File: src/rtl/hd_secded_pkt_rx.sv
// hd_secded_pkt_rx - SECDED packet receiver with store-and-forward buffer.
//
// Incoming code words (bit 0 = overall parity, bits 2^i = check bits) are
// decoded on the fly. Single-bit errors are corrected before buffering.
// A packet containing a double-bit error, more than MAX_WORDS words, an
// abort (sop inside a packet) or arriving while the buffer is busy is
// dropped with a one-cycle error pulse. Clean packets are replayed over a
// valid/ready stream.
//
// Ports:
//   clk, rst            clock, synchronous active-high reset
//   wr_vld/sop/eop/data input word stream (no backpressure)
//   in_busy             buffer holds a packet being sent
//   rd_vld/sop/eop/data output stream, rd_ready from downstream
//   pkt_len             word count of the packet being sent
//   prior               priority field of the last clean packet
//   error               one-cycle pulse per dropped packet
//   corr_cnt, err_cnt   saturating corrected-word / dropped-packet counters
module hd_secded_pkt_rx #(
    parameter int CODE_WIDTH   = 16,
    parameter int MAX_WORDS    = 64,
    parameter int PRIORITY_BIT = 3,
    parameter int PRIO_LSB     = 8,
    parameter int CNT_WIDTH    = 16,
    localparam int LEN_W       = $clog2(MAX_WORDS + 1)
) (
    input  logic                    clk,
    input  logic                    rst,
    input  logic                    wr_sop,
    input  logic                    wr_eop,
    input  logic                    wr_vld,
    input  logic [CODE_WIDTH-1:0]   wr_data,
    output logic                    in_busy,
    output logic                    rd_sop,
    output logic                    rd_eop,
    output logic                    rd_vld,
    input  logic                    rd_ready,
    output logic [CODE_WIDTH-1:0]   rd_data,
    output logic [LEN_W-1:0]        pkt_len,
    output logic [PRIORITY_BIT-1:0] prior,
    output logic                    error,
    output logic [CNT_WIDTH-1:0]    corr_cnt,
    output logic [CNT_WIDTH-1:0]    err_cnt
);

    localparam int SW = $clog2(CODE_WIDTH);
    localparam int AW = $clog2(MAX_WORDS);

    localparam logic [1:0] S_IDLE  = 2'd0;
    localparam logic [1:0] S_RECV  = 2'd1;
    localparam logic [1:0] S_CHECK = 2'd2;
    localparam logic [1:0] S_SEND  = 2'd3;

    logic [1:0]              state;
    logic [LEN_W-1:0]        wcnt;
    logic [LEN_W-1:0]        rptr;
    logic                    drop;
    logic [PRIORITY_BIT-1:0] w0_prio;
    logic [CODE_WIDTH-1:0]   mem [MAX_WORDS];

    // ---------------- decoder ----------------
    logic [SW-1:0]         syn;
    logic                  par;
    logic [CODE_WIDTH-1:0] corr_word;
    logic                  dbl;

    always_comb begin
        syn = '0;
        par = ^wr_data;
        for (int i = 1; i < CODE_WIDTH; i++)
            if (wr_data[i]) syn ^= SW'(i);
        // syn == 0 with odd parity means the parity bit itself flipped
        corr_word = wr_data;
        if (par) corr_word[syn] = ~wr_data[syn];
    end

    assign dbl = (syn != '0) && !par;

    // ---------------- control ----------------
    logic send, in_recv, abort, start, busy_drop, check_fail, full, wr_word;
    logic corr_inc;
    logic [1:0] err_inc;

    assign send       = (state == S_SEND);
    assign in_recv    = (state == S_RECV) && wr_vld;
    assign abort      = in_recv && wr_sop;
    // word 0 is taken from IDLE or as the restart word of an aborted packet
    assign start      = ((state == S_IDLE) && wr_vld && wr_sop) || abort;
    assign busy_drop  = ((state == S_CHECK) || send) && wr_vld && wr_sop;
    assign check_fail = (state == S_CHECK) && drop;
    assign full       = (wcnt == LEN_W'(MAX_WORDS));
    assign wr_word    = in_recv && !wr_sop && !dbl && !full;
    assign corr_inc   = (start || in_recv) && par;
    assign err_inc    = {1'b0, abort} + {1'b0, busy_drop} + {1'b0, check_fail};

    assign error   = abort || busy_drop || check_fail;
    assign in_busy = send;
    assign rd_vld  = send;
    assign rd_sop  = send && (rptr == '0);
    assign rd_eop  = send && (rptr == pkt_len - LEN_W'(1));
    assign rd_data = send ? mem[rptr[AW-1:0]] : '0;

    function automatic logic [CNT_WIDTH-1:0] sat_add(input logic [CNT_WIDTH-1:0] c,
                                                     input logic [1:0] inc);
        logic [CNT_WIDTH:0] s;
        s = {1'b0, c} + {{(CNT_WIDTH-1){1'b0}}, inc};
        return s[CNT_WIDTH] ? '1 : s[CNT_WIDTH-1:0];
    endfunction

    // buffer storage carries no reset; contents are only read in SEND
    always_ff @(posedge clk) begin
        if (start)
            mem[0] <= corr_word;
        else if (wr_word)
            mem[wcnt[AW-1:0]] <= corr_word;
    end

    always_ff @(posedge clk) begin
        if (rst) begin
            state    <= S_IDLE;
            wcnt     <= '0;
            rptr     <= '0;
            drop     <= 1'b0;
            w0_prio  <= '0;
            pkt_len  <= '0;
            prior    <= '0;
            corr_cnt <= '0;
            err_cnt  <= '0;
        end else begin
            corr_cnt <= sat_add(corr_cnt, {1'b0, corr_inc});
            err_cnt  <= sat_add(err_cnt, err_inc);
            case (state)
                S_IDLE, S_RECV: begin
                    if (start) begin
                        wcnt    <= LEN_W'(1);
                        drop    <= dbl;
                        w0_prio <= corr_word[PRIO_LSB +: PRIORITY_BIT];
                        state   <= wr_eop ? S_CHECK : S_RECV;
                    end else if (in_recv) begin
                        if (wr_word) wcnt <= wcnt + LEN_W'(1);
                        // drop is sticky until the next word 0
                        if (dbl || full) drop <= 1'b1;
                        if (wr_eop) state <= S_CHECK;
                    end
                end
                S_CHECK: begin
                    rptr <= '0;
                    if (drop) begin
                        state <= S_IDLE;
                    end else begin
                        state   <= S_SEND;
                        pkt_len <= wcnt;
                        prior   <= w0_prio;
                    end
                end
                default: begin
                    if (rd_ready) begin
                        if (rd_eop) begin
                            state <= S_IDLE;
                            rptr  <= '0;
                        end else begin
                            rptr <= rptr + LEN_W'(1);
                        end
                    end
                end
            endcase
        end
    end

endmodule

File: config.mk
export PLATFORM = sky130hd
export DESIGN_NAME = hd_secded_pkt_rx
export DESIGN_NICKNAME = d
export VERILOG_FILES = /design/src/rtl/hd_secded_pkt_rx.sv
export SDC_FILE = /design/constraint.sdc
export NUM_CORES = 1
export LEC_CHECK = 0
export ABC_CLOCK_PERIOD_IN_PS = 12900
export CAP_MARGIN = 10
export CORE_MARGIN = 4
export CORE_UTILIZATION = 55
export CTS_CLUSTER_DIAMETER = 120
export DETAILED_ROUTE_END_ITERATION = 10
export GPL_ROUTABILITY_DRIVEN = 0
export PLACE_DENSITY = 0.72
export SYNTH_ARGS = -nofsm -noshare
export SYNTH_HDL_FRONTEND = slang
export SYNTH_SLANG_ARGS = --single-unit
File: constraint.sdc
create_clock -name clk -period 12.9 [get_ports clk]
set_input_delay 2.58 -clock clk [delete_from_list [all_inputs] [get_ports clk]]
set_output_delay 2.58 -clock clk [all_outputs]
set_load 0.05 [all_outputs]
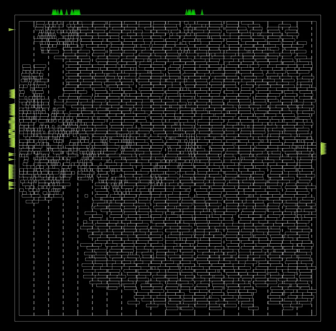
run_1/final_placement.png
final standard cell count with taps included and fillers excluded: 3349
Placeable Area: 77800 sq um
core utilization of the finished layout: 63.5%
row cnt: 102
number of flip-flops and latches: 1092

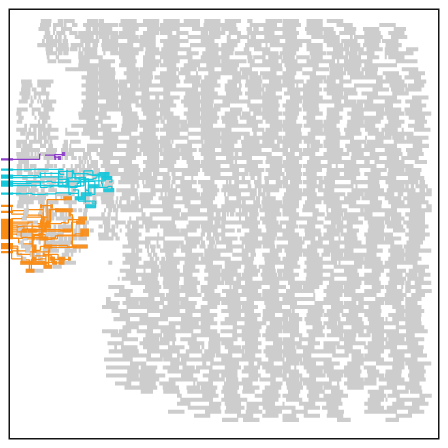
run_1/port_nets.png
[wr_data] orange | bits: 16 | direction: input | edge: left | end cells: 40 | buffers: 16 | wire: 850 um
[rd_ready] purple | bits: 1 | direction: input | edge: left | end cells: 3 | buffers: 1 | wire: 41.4 um
[pkt_len] cyan | bits: 7 | direction: output | edge: left | end cells: 7 | buffers: 7 | wire: 664 um

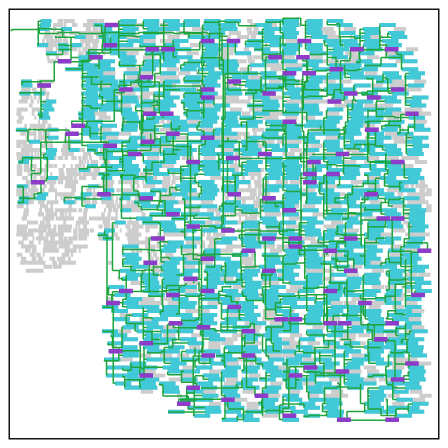
run_1/clock_map.png
[flip-flops] cyan | count: 1092
[cells driving clock nets] purple | count: 107
[clock wires] green | length: 11500 um
flops lie: spread over the die
routed clock nets: 108
Clk network pwr share: 41.0%
Clk Latency, worst-skew pair: 690 ps
Post-Route Skew: 50.7 ps
Clk. pwr: 3.05 mW

==> run notes, run 1 <==
Results of the run.

The die width is 289 um. The maximum number of pins on one net before global-route repair is 147. The most critical min-delay path falls under flop to flop. The final critical path takes up between 60% and 70% of the cycle.

The peak ir drop on the vdd network is roughly 0.11 mV. On met3, the global router reports a usage of 4.06%. Of all nets on the critical path, the largest fanout is 49. The synthesized netlist handed to floorplanning was reported with a cell count of about 2.0k. The standby leakage power is ~15 nW. Once detail routing completed, the nets flagged for antenna violations numbered 0. The final hold slack is approximately 510 ps. The synthesized design contains around 1.0k enable-type register cells. The relative max-transition margin is between 10% and 20%. The flow ran to the end, and the final reports show no timing, DRC or antenna violations. The worst-margin pin slew is 1230 ps.

The die covers between 80000 and 90000 sq um. The max-slew violation count is 0. The slowest stage of the critical path is the dfxtp_4 cell. The buffer-and-inverter tally for the worst setup path is 3. The source of the worst hold timing path is wcnt[6]. The cell sequence reported for the critical path is buf_4, buf_4, mux4_2, mux4_2, mux2i_1, o22ai_1, clkdlybuf4s50_1. Counting cells, the worst reg-to-reg path comes to 9. The sum of routed wire length over all layers is between 100000 and 150000 um.

The worst hold path was traced through 2 stages. TritonCTS created around 110 clock buffers. In this design, the stage delay of the slowest critical-path cell is 850 ps. For met2 alone, demand over resource in global routing was about two fifths. Broken down by cell family, the worst path's largest delay share belongs to buffers and inverters. The post-cts gate resize count is 0. The initial detailed-routing violation count is between 2k and 3k. STA classifies the critical path startpoint as a flop. The stat command in Yosys gives a chip area of between 40000 and 50000 sq um. The critical path endpoint has a required time of 10320 ps. The stage-log warning count is 33. The setup TNS after final layout is 0 ps. The share of the core filled by cells before placement is a little under three fifths. The share of the synthesized area in the top cell type is ~71%. The worst setup path category is flop to primary output.

The clock slew seen by the registers of the worst setup and hold paths is 60 ps. The number of antenna violations at the first check in global routing is 1. The count of yosys warnings during synthesis is 0.

Of the cells placed in the final design, the portion with a size suffix greater than 1 is between 20% and 30%. After clock tree synthesis, the flow added hold-fix buffers numbering 0. The gate-level netlist out of Yosys references between 60 and 70 unique cell types.

Post-CTS timing repair inserted 0 buffers for setup. The post-detailed-placement half-perimeter wirelength is between 50000 and 60000 um. Per the detail_route report, vias per standard cell equal ~6.5. The placement report lists the number of port buffers as 84.

The via count is ~22k. After synthesis, the mean cell area works out to between 20 and 25 sq um.
## run 1: placed cells by master (no fill, tap or decap), drive strengths merged, types with 4 or more instances in the layout
cell           Yosys  final
nand2             47     47
nand3             18     18
a21oi             36     36
clkbuf            56    140
nor3              18     18
edfxtp          1024   1024
xnor2             48     48
xor2              22     22
or3                6      6
nor3b              5      5
and3               7      7
nand3b             5      5
inv               21     23
and2               5      5
bufinv             0      9
or2                4      4
clkinvlp           0      4
nand4             21     21
o22ai             16     16
a31oi             11     11
o21ai              6      6
mux2i             48     48
clkinv             0     44
dfxtp             68     68
ha                 9      9
buf               51     88
nand2b             7      7
nor2             113    113
clkdlybuf4s50      0     83
mux4             320    320
## run 1: worst min-delay path: stages (launching register included)
cell and delay, ps:
dfxtp_1 330, nand2_1 60, mux2i_1 60
## run 1: stage by stage
step | utilization, % | cell area, sq um | cells | power [mW] | worst slack (ps)
2_1_floorplan | - | 43400 | 2046 | 4.32 | 5540
3_3_place_gp | 59.0 | 46000 | 3149 | 4.45 | 5170
3_5_place_dp | 59.0 | 46000 | 3149 | 4.47 | 5210
4_1_cts | 63.5 | 49400 | 3348 | 7.48 | 4450
5_1_grt | 63.5 | 49400 | 3349 | 7.67 | 4210
6_report | 63.5 | 49400 | 3349 | 7.45 | 4670
## run 1: sequential cells by signal (all words and copies together) (netlist names), named ones only
| register | cells |
|---|---|
| mem | 1024 |
| corr_cnt | 16 |
| err_cnt | 16 |
| pkt_len | 7 |
| rptr | 7 |
| wcnt | 7 |
| prior | 3 |
| w0_prio | 3 |
| state | 2 |
| drop | 1 |
## run 1: kinds of logic (layout without fill, tap and decap cells)
family | Yosys count | after routing | share of synthesized area (%)
flip-flops | 1092 | 1092 | 74.0
XOR/XNOR | 74 | 74 | 1.83
AND/OR/NAND/NOR | 272 | 272 | 3.27
adder cells (fa/ha/maj) | 14 | 14 | 0.421
AND-OR/OR-AND | 96 | 96 | 1.47
buffers and inverters | 128 | 391 | 1.27
multiplexers | 370 | 370 | 17.8
## run 1: power breakdown
part / internal, mW / switching (mW)
Combinational: 0.101 / 0.297
Sequential: 3.99 / 0.00762
Clock: 1.75 / 1.31
## run 1: how the worst max path moves through the flow
stage	start	endpoint	slack [ps]	cells past startpoint
after floorplan	wr_data[11]	mem[0][15]	5540	7
after global placement	flop	rd_data[5]	5170	7
after detailed placement	flop	rd_data[5]	5210	7
after CTS	flop	rd_data[5]	4450	7
after global routing	flop	rd_data[5]	4210	7
final	flop	rd_data[5]	4670	7
## run 1: per-layer routing
layer  up-vias  wire length, um
li1       8851                -
met1     11400            39000
met2      1205            49700
met3       166             9800
met4         0             2890
met5         -                0
## run 1: layout make-up
class                   instances  area (sq um)
multi-input cells             826         10900
repair buffers                171          1530
inverters                      21          78.8
fillers                      5097         28400
well taps                    1040          1300
clock buffers                 140          2850
flip-flops and latches       1092         32100
clock inverters                59           619
run_1/pins.png
Pins as bars across the die edge, other pins in gray.
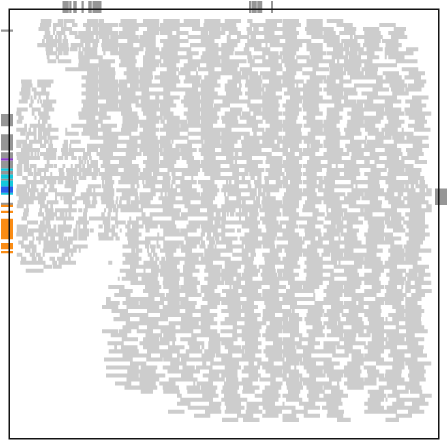

==> run 2, diff against run 1 <==
--- a/config.mk
+++ b/config.mk
@@ -5,7 +5,7 @@
 export SDC_FILE = /design/constraint.sdc
 export NUM_CORES = 1
 export LEC_CHECK = 0
-export ABC_CLOCK_PERIOD_IN_PS = 12900
+export ABC_CLOCK_PERIOD_IN_PS = 8100
 export CAP_MARGIN = 10
 export CORE_MARGIN = 4
 export CORE_UTILIZATION = 55
==> constraint.sdc (replaced) <==
create_clock -name clk -period 8.1 [get_ports clk]
set_input_delay 1.62 -clock clk [delete_from_list [all_inputs] [get_ports clk]]
set_output_delay 1.62 -clock clk [all_outputs]
set_load 0.05 [all_outputs]
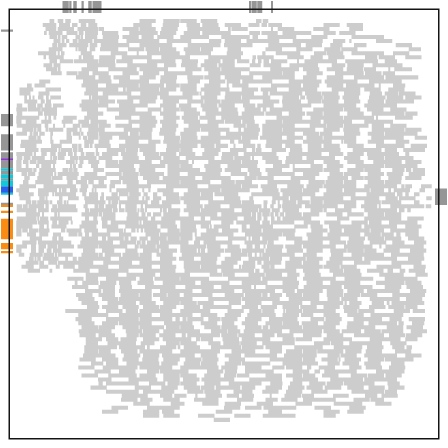
run_2/pins.png
Pins as bars across the die edge, other pins in gray.
[rd_ready] purple | pins: 1 | direction: input | edge: left
[prior] blue | pins: 3 | direction: output | edge: left
[wr_data] orange | pins: 16 | direction: input | edge: left
[pkt_len] cyan | pins: 7 | direction: output | edge: left
all pins by edge: 53 left, 24 top, 8 right

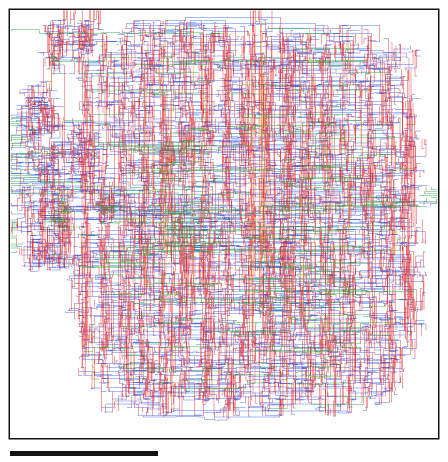
run_2/metal_stack.png
Scale bar: 100 um.
[met3] green | wire length: 8800 um
[met1] blue | wire length: 38.4 mm
[met2] red | wire length: 49.3 mm
[met4] orange | wire length: 2250 um
total vias in the final route: 21.3k
detail-routed net length per standard cell: 29.4 um
total length of routed wires: 98700 um

==> run notes, run 2 <==
Results of the run.

The max-slew violation count is 0 (unchanged). The total power is 11.9 mW (was 7.45 mW). The gate count after technology mapping came to 2046 (unchanged). The switching power is 2.55 mW (was 1.61 mW).

The total non-filler cell area in the finished layout is 49500 sq um (was 49400 sq um). The number of buffers added on ports is 84 (unchanged). The library cell contributing the largest single delay on the critical path is dfxtp_4 (unchanged).

The distinct cell type count of the synthesized netlist is 63 (unchanged). Result of the run: finished, final reports clean (unchanged). The post-cts gate resize count was 0 (unchanged). The design internal power is 9.36 mW (was 5.84 mW). The cell depth of the worst min-delay path was 2 (unchanged). The post-route clock skew is 18.2 ps (was 50.7 ps). The source of the worst hold timing path is prior[0] (was wcnt[6]). The worst-margin pin slew was 1180 ps (was 1230 ps). The final hold slack is 500 ps (was 506 ps). The fraction of final layout cells sized beyond drive strength 1 is 27.2% (was 26.9%). The critical path's top delay family is multiplexers (was buffers and inverters).

Cell Chain, Critical Path: buf_4, mux4_2, mux4_2, mux2i_1, o22ai_1, clkdlybuf4s50_1 (was buf_4, buf_4, mux4_2, mux4_2, mux2i_1, o22ai_1, clkdlybuf4s50_1). The switching fraction of total power is 21.4% (was 21.6%). The ratio of routed vias to standard cells is 6.36 (was 6.46).

The clock latency of the later-clocked register in the worst-skew pair came to 660 ps (was 690 ps). The longest individual stage delay on the worst path came to 970 ps (was 850 ps). The flip-flop count of the largest register, all copies and words added is 1024 (unchanged).

The initial detailed-routing violation count is 2642 (was 2863). The overall die area came to 83500 sq um (unchanged). The required time reported for the critical path endpoint is 6480 ps (was 10320 ps).

The share of the core filled by cells before placement came to 55.8% (unchanged). The average cell area after synthesis is 21.2 sq um (unchanged). The stage-log warning count was 28 (was 33). Most common logic cells in the final layout: 1024 x edfxtp_1, 320 x mux4_2, 110 x clkbuf_16 (was 1024 x edfxtp_1, 320 x mux4_2, 107 x clkbuf_16). The portion of total power attributed to combinational logic is 5.5% (was 5.3%).

The largest register by flop count is mem (unchanged). The peak ir drop on the vdd network is 0.159 mV (was 0.107 mV). The maximum number of pins on one net before global-route repair is 70 (was 147). The buffer-and-inverter tally for the worst setup path is 2 (was 3). The placement-stage worst setup slack is 2140 ps (was 5210 ps). The count of yosys warnings during synthesis is 0 (unchanged).

The final critical-path setup slack is 1500 ps (was 4670 ps). The count of flip-flops with a built-in enable after synthesis is 1024 (unchanged). The worst setup path category is flop to primary output (unchanged). The worst-case reg-to-reg path depth was 9 (unchanged). The share of total power in sequential cells is 53.4% (was 53.7%). Registers with the most flip-flops: mem: 1024 flops, corr_cnt: 16 flops, err_cnt: 16 flops (unchanged). The post-layout period usage of the worst path is roughly four fifths. The cell row count is 102 (unchanged). The clock slew seen by the registers of the worst setup and hold paths is 60 ps (about the same).
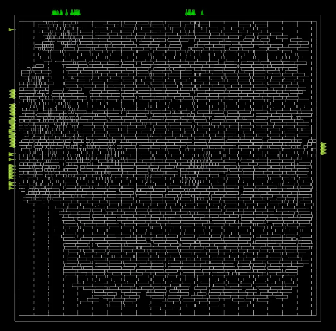
run_2/final_placement.png
tapcells inserted: 1040
final standard cell count with taps included and fillers excluded: 3356
core utilization of the finished layout: 63.6%
Seq/total area: 64.8%
fill cell total of the finished layout: 5094

run 2: cell counts after synthesis:
Identical to the previous run, type by type.
run 2: cell type report:
class	instances	area (sq um)	share of cell area (%)
repair buffers	181	1650	3.32
well taps	1040	1300	2.63
clock inverters	57	574	1.16
multi-input cells	826	10900	22.1
flip-flops and latches	1092	32100	64.8
inverters	21	78.8	0.159
clock buffers	139	2880	5.82
run 2: how the worst max path moves through the flow:
stage | cells past startpoint | slack [ps] | to
floorplan | 7 | 1700 | mem[0][15]
finish | 6 | 1500 | rd_data[0]
global route | 6 | 1300 | rd_data[0]
detailed placement | 6 | 2140 | rd_data[0]
global placement | 6 | 2150 | rd_data[0]
CTS | 6 | 1410 | rd_data[0]
run 2: cells by family (layout without fill, tap and decap cells):
family | Yosys count | count (layout) | synth area share, %
compound gates | 96 | 96 | 1.47
xor+xnor | 74 | 74 | 1.83
fa+ha+maj | 14 | 14 | 0.421
buf+inv | 128 | 398 | 1.27
flops | 1092 | 1092 | 74.0
mux | 370 | 370 | 17.8
simple gates | 272 | 272 | 3.27
run 2: worst register-to-register path, cell delays in order (launching register included):
cell and delay, ps:
dfxtp_1 670, inv_1 370, ha_1 320, nand2_1 70, nor3_1 100, a211oi_4 250
buf_4 360, nand4_4 290, nor2_1 820, buf_4 360
run 2: metal layers:
layer / share of wire, % / GRT usage [%] / routed length, um
met3: 8.9 / 4.22 / 8800
met5: 0 / 0 / 0
met2: 50 / 39.5 / 49300
met4: 2.3 / 6.27 / 2250
met1: 39 / 35.1 / 38400
run 2: power groups by stage:
stage               logic (mW)  registers, mW  clock network [mW]
global route             0.698           6.37                5.22
floorplan                0.373           6.51                   0
CTS                      0.650           6.37                4.96
finish                   0.657           6.37                4.89
detailed placement       0.648           6.49                   0
global placement         0.611           6.48                   0
Power figures rest on the tool's default switching activity, not on a simulated workload.
